**src/rtl/demux4_rr_dispatcher_pkg.sv**
```systemverilog
// Shared constants and the rotating first-set search used by the
// round-robin dispatcher.
package demux_pkg;

    localparam int NCH  = 4;
    localparam int SELW = 2;

    // Returns {found, idx}: first set bit of mask scanning ptr, ptr+1, ... mod NCH
    function automatic logic [SELW:0] rr_next(input logic [SELW-1:0] ptr,
                                              input logic [NCH-1:0]  mask);
        logic [SELW:0]   result;
        logic [SELW-1:0] idx;
        result = '0;
        for (int k = NCH - 1; k >= 0; k--) begin
            idx = ptr + SELW'(k);
            if (mask[idx]) begin
                result = {1'b1, idx};
            end
        end
        return result;
    endfunction

endpackage

```
**src/rtl/demux4_rr_dispatcher_rr_pick4.sv**
```systemverilog
// Combinational rotating first-set finder over a 4-bit mask,
// starting the search at ptr.
module rr_pick4
    import demux_pkg::*;
(
    input  logic [SELW-1:0] ptr,
    input  logic [NCH-1:0]  mask,
    output logic            found,
    output logic [SELW-1:0] idx
);

    logic [SELW:0] pick;

    always_comb begin
        pick  = rr_next(ptr, mask);
        found = pick[SELW];
        idx   = pick[SELW-1:0];
    end

endmodule

```
**src/rtl/demux4_rr_dispatcher.sv**
```systemverilog
// Round-robin 1-to-4 dispatcher: a one-entry holding register feeds one of
// four valid/ready channels and drives the demux select pair from it.
module demux4_rr_dispatcher
    import demux_pkg::*;
#(
    parameter int DW            = 8,
    parameter bit SKIP_DISABLED = 1'b1
) (
    input  logic            clk,
    input  logic            rst_n,
    input  logic [NCH-1:0]  en,
    input  logic            in_valid,
    input  logic [DW-1:0]   in_data,
    output logic            in_ready,
    output logic [DW-1:0]   out_data,
    output logic [NCH-1:0]  out_valid,
    input  logic [NCH-1:0]  out_ready,
    output logic            s1,
    output logic            s0,
    output logic            busy
);

    logic            hold_valid;
    logic [DW-1:0]   hold_data;
    logic [SELW-1:0] sel;
    logic [SELW-1:0] ptr;

    logic            pick_found;
    logic [SELW-1:0] pick_idx;
    logic            cand_found;
    logic [SELW-1:0] cand_idx;
    logic            fire;
    logic            accept;

    rr_pick4 u_pick (
        .ptr   (ptr),
        .mask  (en),
        .found (pick_found),
        .idx   (pick_idx)
    );

    // Strict rotation only offers ptr itself and stalls while it is disabled
    always_comb begin
        cand_found = 1'b0;
        cand_idx   = ptr;
        if (SKIP_DISABLED) begin
            cand_found = pick_found;
            cand_idx   = pick_idx;
        end else begin
            cand_found = en[ptr];
        end
    end

    // A word may enter in the same cycle the held word leaves
    always_comb begin
        fire     = hold_valid & out_ready[sel];
        in_ready = cand_found & (~hold_valid | fire);
        accept   = in_valid & in_ready;
    end

    always_ff @(posedge clk) begin
        if (!rst_n) begin
            hold_valid <= 1'b0;
            hold_data  <= '0;
            sel        <= '0;
            ptr        <= '0;
        end else if (accept) begin
            hold_valid <= 1'b1;
            hold_data  <= in_data;
            sel        <= cand_idx;
            ptr        <= cand_idx + 1'b1;
        end else if (fire) begin
            hold_valid <= 1'b0;
        end
    end

    // Outputs decode registered state only, so out_ready never reaches out_valid
    always_comb begin
        out_valid = '0;
        if (hold_valid) begin
            out_valid[sel] = 1'b1;
        end
        out_data = hold_data;
        s1       = sel[1];
        s0       = sel[0];
        busy     = hold_valid;
    end

endmodule

```
**config.mk**
```make
export PLATFORM = sky130hd
export DESIGN_NAME = demux4_rr_dispatcher
export DESIGN_NICKNAME = d
export VERILOG_FILES = /design/src/rtl/demux4_rr_dispatcher_pkg.sv /design/src/rtl/demux4_rr_dispatcher_rr_pick4.sv /design/src/rtl/demux4_rr_dispatcher.sv
export SDC_FILE = /design/constraint.sdc
export NUM_CORES = 1
export LEC_CHECK = 0
export ABC_AREA = 1
export CAP_MARGIN = 20
export CORE_ASPECT_RATIO = 0.8
export CORE_MARGIN = 3
export CORE_UTILIZATION = 45
export DETAILED_ROUTE_END_ITERATION = 8
export PLACE_DENSITY = 0.94
export REMOVE_ABC_BUFFERS = 1
export SYNTH_ARGS = -nofsm -noshare
export SYNTH_HDL_FRONTEND = slang
export SYNTH_HIERARCHICAL = 1
export SYNTH_SLANG_ARGS = --single-unit
export TNS_END_PERCENT = 20
```
**constraint.sdc**
```tcl
create_clock -name clk -period 2.2 [get_ports clk]
set_input_delay 0.44 -clock clk [delete_from_list [all_inputs] [get_ports clk]]
set_output_delay 0.44 -clock clk [all_outputs]
set_load 0.03 [all_outputs]
```
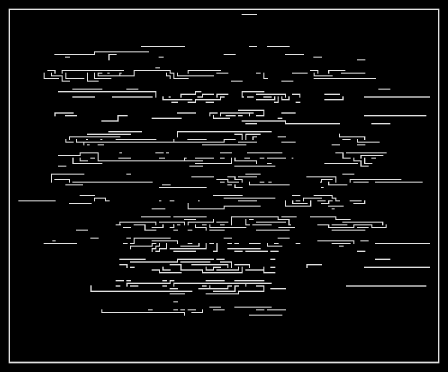
*M1 wires, run 1*
- main direction: horizontal
- nets with wire on the layer: 176
- wire length on this layer: 872 um
fraction of met1 tracks used by global routing: 0.222
number of vias after detailed routing: 929
Final Routed Wirelength: 2100 um

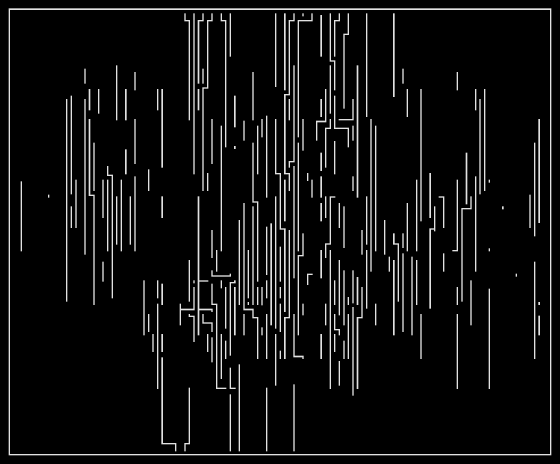
*Signal wires on met2, run 1*
- nets with wire on the layer: 158
- share of all routed wire: 54%
- longest straight run: 20.4 um
M2 GR Usage: 0.370

==> impl_report.txt, run 1 <==
RUN METRICS
----------------------------------------------------
[Layout]
  Most frequently placed logic cells in the final layout ........................ sky130_fd_sc_hd__nand2_1 (54), sky130_fd_sc_hd__clkdlybuf4s50_1 (31), sky130_fd_sc_hd__nor2_1 (21), sky130_fd_sc_hd__inv_1 (17), sky130_fd_sc_hd__dfxtp_1 (12)
  Flip-flop count of the largest register after layout ........................ 8
  Share of post-route cells with drive strength above 1 ........................ 0.126
  Filler instances ........................ around 150
  Combinational gate area ........................ around 480 um^2
  Post-layout nets ........................ 194
  Antenna cell count ........................ 0

[Logic synthesis]
  Top cell area share ........................ 0.305
  Seq cells post-synth ........................ 13
  Number of distinct standard cells referenced by the synthesized netlist ........................ 19
  Seq share, synth ........................ 0.305
  Proportion of register bits with asynchronous set or reset after synthesis ........................ 0
  Top cells by instance count after synthesis ........................ sky130_fd_sc_hd__nand2_1 (54), sky130_fd_sc_hd__nor2_1 (21), sky130_fd_sc_hd__inv_1 (17), sky130_fd_sc_hd__dfxtp_1 (13), sky130_fd_sc_hd__nand2_2 (8)
  Avg Inst Size Synth ........................ roughly 6.1 um^2
  Dominant cell type by area after synthesis ........................ sky130_fd_sc_hd__dfxtp_1
  Post-Syn Area ........................ ~850 um^2

[Power]
  Worst IR drop on VDD ........................ 0.000578 V
  Total power consumption of the routed design ........................ around 0.001 W
  Reported leakage power ........................ approximately 0.63 nW
  Power Dens Cells ........................ approximately 800 mW/mm^2

[Worst setup path]
  Kind of cell with the highest combined delay on the critical path ........................ buffers and inverters
  Total buffers and inverters traversed by the critical path ........................ 2
  Kind of launch point of the worst setup path ........................ register
  Capturing point of the worst reg2reg path ........................ out_data[6]
  Worst-case register-to-register setup slack ........................ about 0.56 ns
  Kind of critical path ........................ reg -> out
  Slowest CP cell ........................ sky130_fd_sc_hd__clkdlybuf4s50_1
  Ordered cell list for the critical path ........................ inv_1 -> nor3_1 -> clkdlybuf4s50_1

[STA]
  Pins over their slew limit ........................ 0
  Fin Hold WS ........................ around 0.51 ns
  Worst clock skew ........................ about 0.00068 ns
  Worst max-slew margin expressed relative to the limit ........................ 0.700
  Min cycle time layout ........................ 2.11 ns
  Max Freq ........................ between 400 and 500 MHz
  Worst setup slack after layout ........................ 0.0864 ns
  Period utilisation layout ........................ 0.961

[Placed design]
  Weighted congestion at the end of routability-driven global placement ........................ ~0.74
  Post-Place Cell Area ........................ 0.00118 mm^2
  Count of port buffers added during placement ........................ 34

[Clock network]
  Clock tree buffer depth ........................ 2
  Post-CTS Repair Setup Buffers ........................ 0
  Number of buffers inserted during clock tree synthesis ........................ 3
  Sinks on Clock Net ........................ 13
  Clock root buffer ........................ sky130_fd_sc_hd__clkbuf_4
  Clock latency of the later-clocked register in the worst-skew pair ........................ 0.28 ns

[Global route]
  Wire length of the first global-routing pass ........................ 3540 um
  Number of antenna violations at the first check in global routing ........................ 0

[Worst hold path]
  Cell depth of the worst hold path ........................ 4
  End point of the worst hold path ........................ out_data[2]
  Worst min path class ........................ reg -> reg

[Routing]
  Highest metal layer with signal wires ........................ met4
  Residual DRC count ........................ 0
  DR pass1 iterations ........................ 4

[Die]
  Core region area ........................ about 0.0017 mm^2
  Vert. Die Dim ........................ roughly 45 um
  Die span in x ........................ about 55 um
  Chip area ........................ approximately 0.0025 mm^2
  FP Util ........................ 0.500
  Placement row count ........................ 13

[Run status]
  Status ........................ completed

[Job]
  Max-cap check violation count ........................ 0

----------------------------------------------------
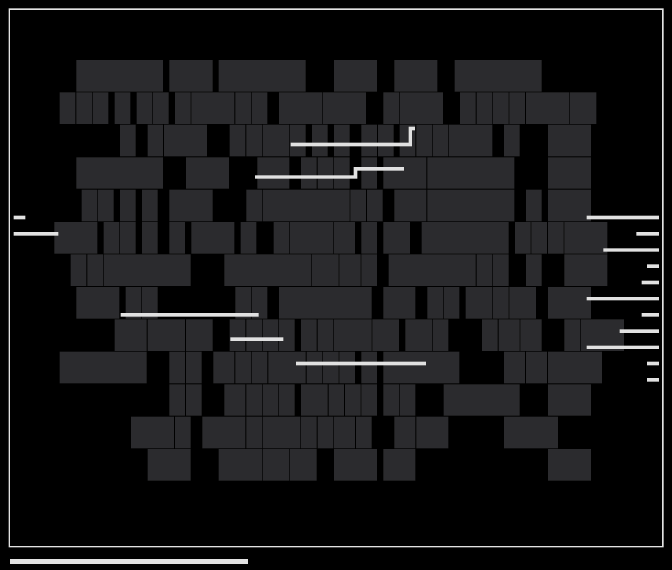
*Metal 3, run 1*
Scale bar: 20 um. Cells faint in the background.
- main direction: horizontal
- longest straight run: 11.3 um
- share of all routed wire: 4.1%
met3 Resource Use GR: 0.0396

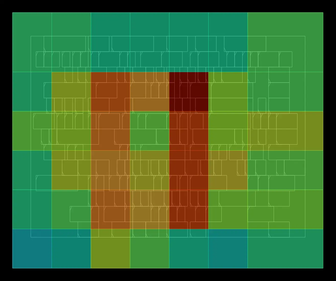
*Routing congestion map, run 1*
overall track demand over capacity in global routing: 0.196
Final Core Density: 0.713
Routed wire per std cell: 10.7 um
most used routing layer: met2

run 1: logic make-up (layout without fill, tap and decap cells):
family	Yosys count	count (layout)	share of synthesized area
AOI/OAI and AO/OA	1	1	0.0103
buffers and inverters	23	58	0.138
DFF	13	13	0.305
and+or+nand+nor	101	101	0.537
xor gates and xnor gates	1	1	0.0103
run 1: power by group:
part           internal (W)  switching, W
Combinational      0.000208      0.000301
Clock             0.0000704     0.0000774
Sequential         0.000274     0.0000441
run 1: cell type report:
type,count,share of cell area
well taps,22,0.0226
repair buffers,35,0.288
flip-flops and latches,13,0.215
inverters,19,0.0627
multi-input cells,103,0.391
clock buffers,4,0.0216
run 1: repair_timing:
action,4_1_cts,5_1_grt
hold buffers,0,0
endpoints found under the hold margin,0,0
gates resized,0,3
setup endpoints to repair,0,3
### Register map, names as in the netlist, run 1

Scale bar: 20 um.
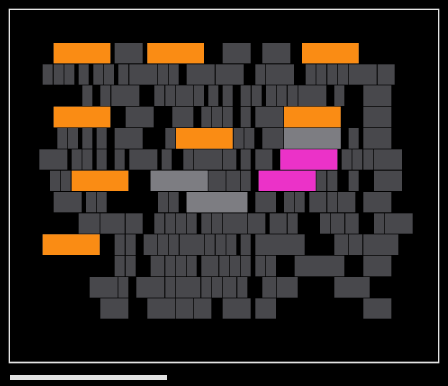

==> run 2, diff against run 1 <==
--- a/config.mk
+++ b/config.mk
@@ -9,12 +9,11 @@
 export CAP_MARGIN = 20
 export CORE_ASPECT_RATIO = 0.8
 export CORE_MARGIN = 3
-export CORE_UTILIZATION = 45
+export CORE_UTILIZATION = 41
 export DETAILED_ROUTE_END_ITERATION = 8
-export PLACE_DENSITY = 0.94
+export PLACE_DENSITY = 0.89
 export REMOVE_ABC_BUFFERS = 1
 export SYNTH_ARGS = -nofsm -noshare
 export SYNTH_HDL_FRONTEND = slang
-export SYNTH_HIERARCHICAL = 1
 export SYNTH_SLANG_ARGS = --single-unit
 export TNS_END_PERCENT = 20
==> constraint.sdc (replaced) <==
create_clock -name clk -period 2.1 [get_ports clk]
set_input_delay 0.42 -clock clk [delete_from_list [all_inputs] [get_ports clk]]
set_output_delay 0.42 -clock clk [all_outputs]
set_load 0.03 [all_outputs]
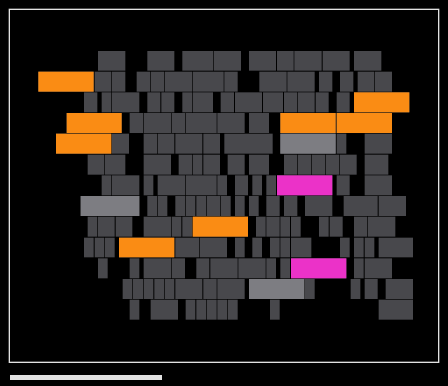
*Register map, names as in the netlist, run 2*
Scale bar: 20 um.
- sel: magenta (placed flops 2)
- out_data: orange (placed flops 8)
FF+latch area: 262 um^2
Seq power: 0.000377 W
sequential portion of the cell area: 0.212
Final Core Density: 0.702

==> impl_report.txt, run 2 <==
RUN METRICS
----------------------------------------------------
[Run status]
  Status ........................ finished, violations left
  Failing checks ........................ setup timing

[Logic synthesis]
  Post-synth tally of flip-flops with integrated enable ........................ 0
  Leading cell type by number of instances after synthesis ........................ sky130_fd_sc_hd__nand2_1
  Seq cells post-synth ........................ 13
  XOR Share, Synth ........................ 0
  Area reported by Yosys stat ........................ roughly 820 um^2
  Number of distinct standard cells referenced by the synthesized netlist ........................ 21
  Share of synthesized cell area in and-or and or-and compound cells ........................ 0.115
  Avg Inst Size Synth ........................ roughly 6.6 um^2
  Dominant cell type by area after synthesis ........................ sky130_fd_sc_hd__dfxtp_1
  Main flop type ........................ sky130_fd_sc_hd__dfxtp_1
  Seq share, synth ........................ 0.316
  Post-Syn Area ........................ 825 um^2
  Proportion of register bits with asynchronous set or reset after synthesis ........................ 0
  Top cells, area ........................ sky130_fd_sc_hd__dfxtp_1 (32%), sky130_fd_sc_hd__nand2_1 (15%), sky130_fd_sc_hd__nand2_2 (9.9%)
  Synth Area in Simple Gates ........................ 0.458
  Top cells by instance count after synthesis ........................ sky130_fd_sc_hd__nand2_1 (33), sky130_fd_sc_hd__nand3_1 (15), sky130_fd_sc_hd__a21oi_1 (13), sky130_fd_sc_hd__dfxtp_1 (13), sky130_fd_sc_hd__nand2_2 (13)
  Top cell area share ........................ 0.316
  Main logic family after synthesis ........................ simple AND/OR/NAND/NOR gates
  Portion of netlist area occupied by mux cells ........................ 0
  Adder-Cell Fraction of Synth Area ........................ 0

[Clock network]
  Clock tree buffer depth ........................ 2
  Clock root buffer ........................ sky130_fd_sc_hd__clkbuf_4
  Sinks on Clock Net ........................ 13
  Number of buffers inserted during clock tree synthesis ........................ 3
  Clock latency of the later-clocked register in the worst-skew pair ........................ approximately 0.28 ns
  Post-CTS Repair Setup Buffers ........................ 0

[Global route]
  Most used routing layer ........................ met2
  Fraction of met1 tracks used by global routing ........................ 0.213
  Met3 Resource Use GR ........................ 0.0476
  Maximum number of pins on one net before global-route repair ........................ 12
  Overall track demand over capacity in global routing ........................ 0.194
  Wire length of the first global-routing pass ........................ around 4000 um
  Number of antenna violations at the first check in global routing ........................ 0
  Number of global-route vias before repair ........................ roughly 940

[Worst setup path]
  Worst reg-to-reg path cell count ........................ 11
  Slowest CP cell ........................ sky130_fd_sc_hd__clkdlybuf4s50_1
  Total buffers and inverters traversed by the critical path ........................ 3
  Kind of critical path ........................ in -> out
  Worst-case register-to-register setup slack ........................ approximately 0.36 ns
  Capturing point of the worst reg2reg path ........................ out_data[4]
  Kind of launch point of the worst setup path ........................ input port
  Kind of cell with the highest combined delay on the critical path ........................ buffers and inverters
  Nature of the critical path endpoint ........................ output port
  Ordered cell list for the critical path ........................ clkdlybuf4s50_1 -> clkinv_2 -> nand2_2 -> nand3_1 -> nand2_4 -> nor2_4 -> a21boi_2 -> buf_6

[Routing]
  DR pass1 iterations ........................ 5
  DRC violation total after the first TritonRoute iteration ........................ 37
  Highest metal layer with signal wires ........................ met4
  Routed wire per std cell ........................ roughly 13 um
  Routed met3 length ........................ 109 um
  Residual DRC count ........................ 0
  Ratio of routed vias to standard cells ........................ a little over 5

[Layout]
  Dominant logic cell type in the layout ........................ sky130_fd_sc_hd__nand2_1
  Flip-flop count of the largest register after layout ........................ 8
  Combinational gate area ........................ around 500 um^2
  Post-layout nets ........................ around 180
  Share of post-route cells with drive strength above 1 ........................ 0.216
  Antenna cell count ........................ 0
  Filler instances ........................ roughly 140
  Most frequently placed logic cells in the final layout ........................ sky130_fd_sc_hd__nand2_1 (32), sky130_fd_sc_hd__clkdlybuf4s50_1 (29), sky130_fd_sc_hd__nand2_2 (13), sky130_fd_sc_hd__nand3_1 (13), sky130_fd_sc_hd__a21oi_1 (13)

[Worst hold path]
  Worst min path class ........................ reg -> reg
  End point of the worst hold path ........................ out_data[3]
  Cell depth of the worst hold path ........................ 2
  Worst hold start ........................ out_data[3]

[Power]
  Worst IR drop on VDD ........................ around 0.00066 V
  Sequential power share ........................ 0.268
  Power spent charging and discharging nets ........................ about 0.0007 W
  Total power consumption of the routed design ........................ 0.00141 W
  P_int ........................ ~0.0007 W
  Clk network pwr share ........................ 0.111
  Power Dens Cells ........................ between 1000 and 1500 mW/mm^2
  Net switching share of the total power ........................ 0.496
  Pwr top ........................ combinational logic
  Reported leakage power ........................ just under 0.6 nW
  Combinational group share of total power ........................ 0.621
  Combinational gate power ........................ a little under 0.0009 W
  Clock distribution power ........................ between 0.00015 and 0.0002 W

[STA]
  Pins over their slew limit ........................ 0
  Worst max-slew margin expressed relative to the limit ........................ 0.763
  Fin Hold WS ........................ roughly 0.48 ns
  Worst setup slack after layout ........................ -0.0389 ns
  Unrepaired setup endpoints after global routing ........................ yes
  Max Freq ........................ 468 MHz
  Min cycle time layout ........................ 2.14 ns
  Period utilisation layout ........................ 1.02
  Final setup vio count ........................ 1
  Worst clock skew ........................ 0.00385 ns

[Die]
  FP Util ........................ 0.469
  Die span in x ........................ between 50 and 60 um
  Vert. Die Dim ........................ 46.1 um
  Placement row count ........................ 13
  Chip area ........................ 0.00259 mm^2
  Core region area ........................ 0.00176 mm^2

[Placed design]
  Placement-stage worst setup slack ........................ -0.0760 ns
  Post-Place Cell Area ........................ 0.00118 mm^2
  Count of port buffers added during placement ........................ 34
  Weighted congestion at the end of routability-driven global placement ........................ around 0.8
  Number of cells in the design after placement ........................ between 150 and 200

[Job]
  Max-cap check violation count ........................ 0

----------------------------------------------------
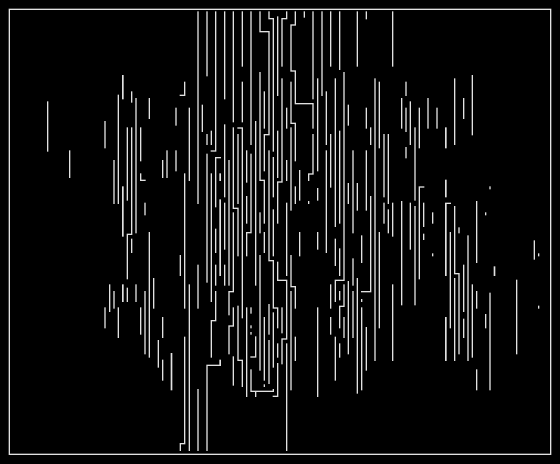
*Signal wires on met2, run 2*
- main direction: vertical
- longest straight run: 29.2 um
M2 GR Usage: 0.366
number of vias after detailed routing: 947
Final Routed Wirelength: 2380 um

-- run 2: netlist changes by cell type after synthesis, sizes merged, moves of 2 or more --
cell    previous run  this run
inv               19        13
nor2              22         7
and2               3         0
nand2             62        46
o21ai              0         3
a21oi              1        13
buf                4         2
nand3              8        18
clkinv             0         2
-- run 2: area by class of cell --
type                       instances  share of cell area
timing repair buffer              37               0.300
inverter                          15              0.0467
multi-input combinational         93               0.398
sequential                        13               0.212
clock buffer                       4              0.0213
tap                               22              0.0223
-- run 2: timing repair --
item,4_1_cts,5_1_grt
hold buffers,0,0
resized,5,6
endpoints found under the setup margin,2,4
pin swaps,0,2
Power and IR drop assume default switching activity.
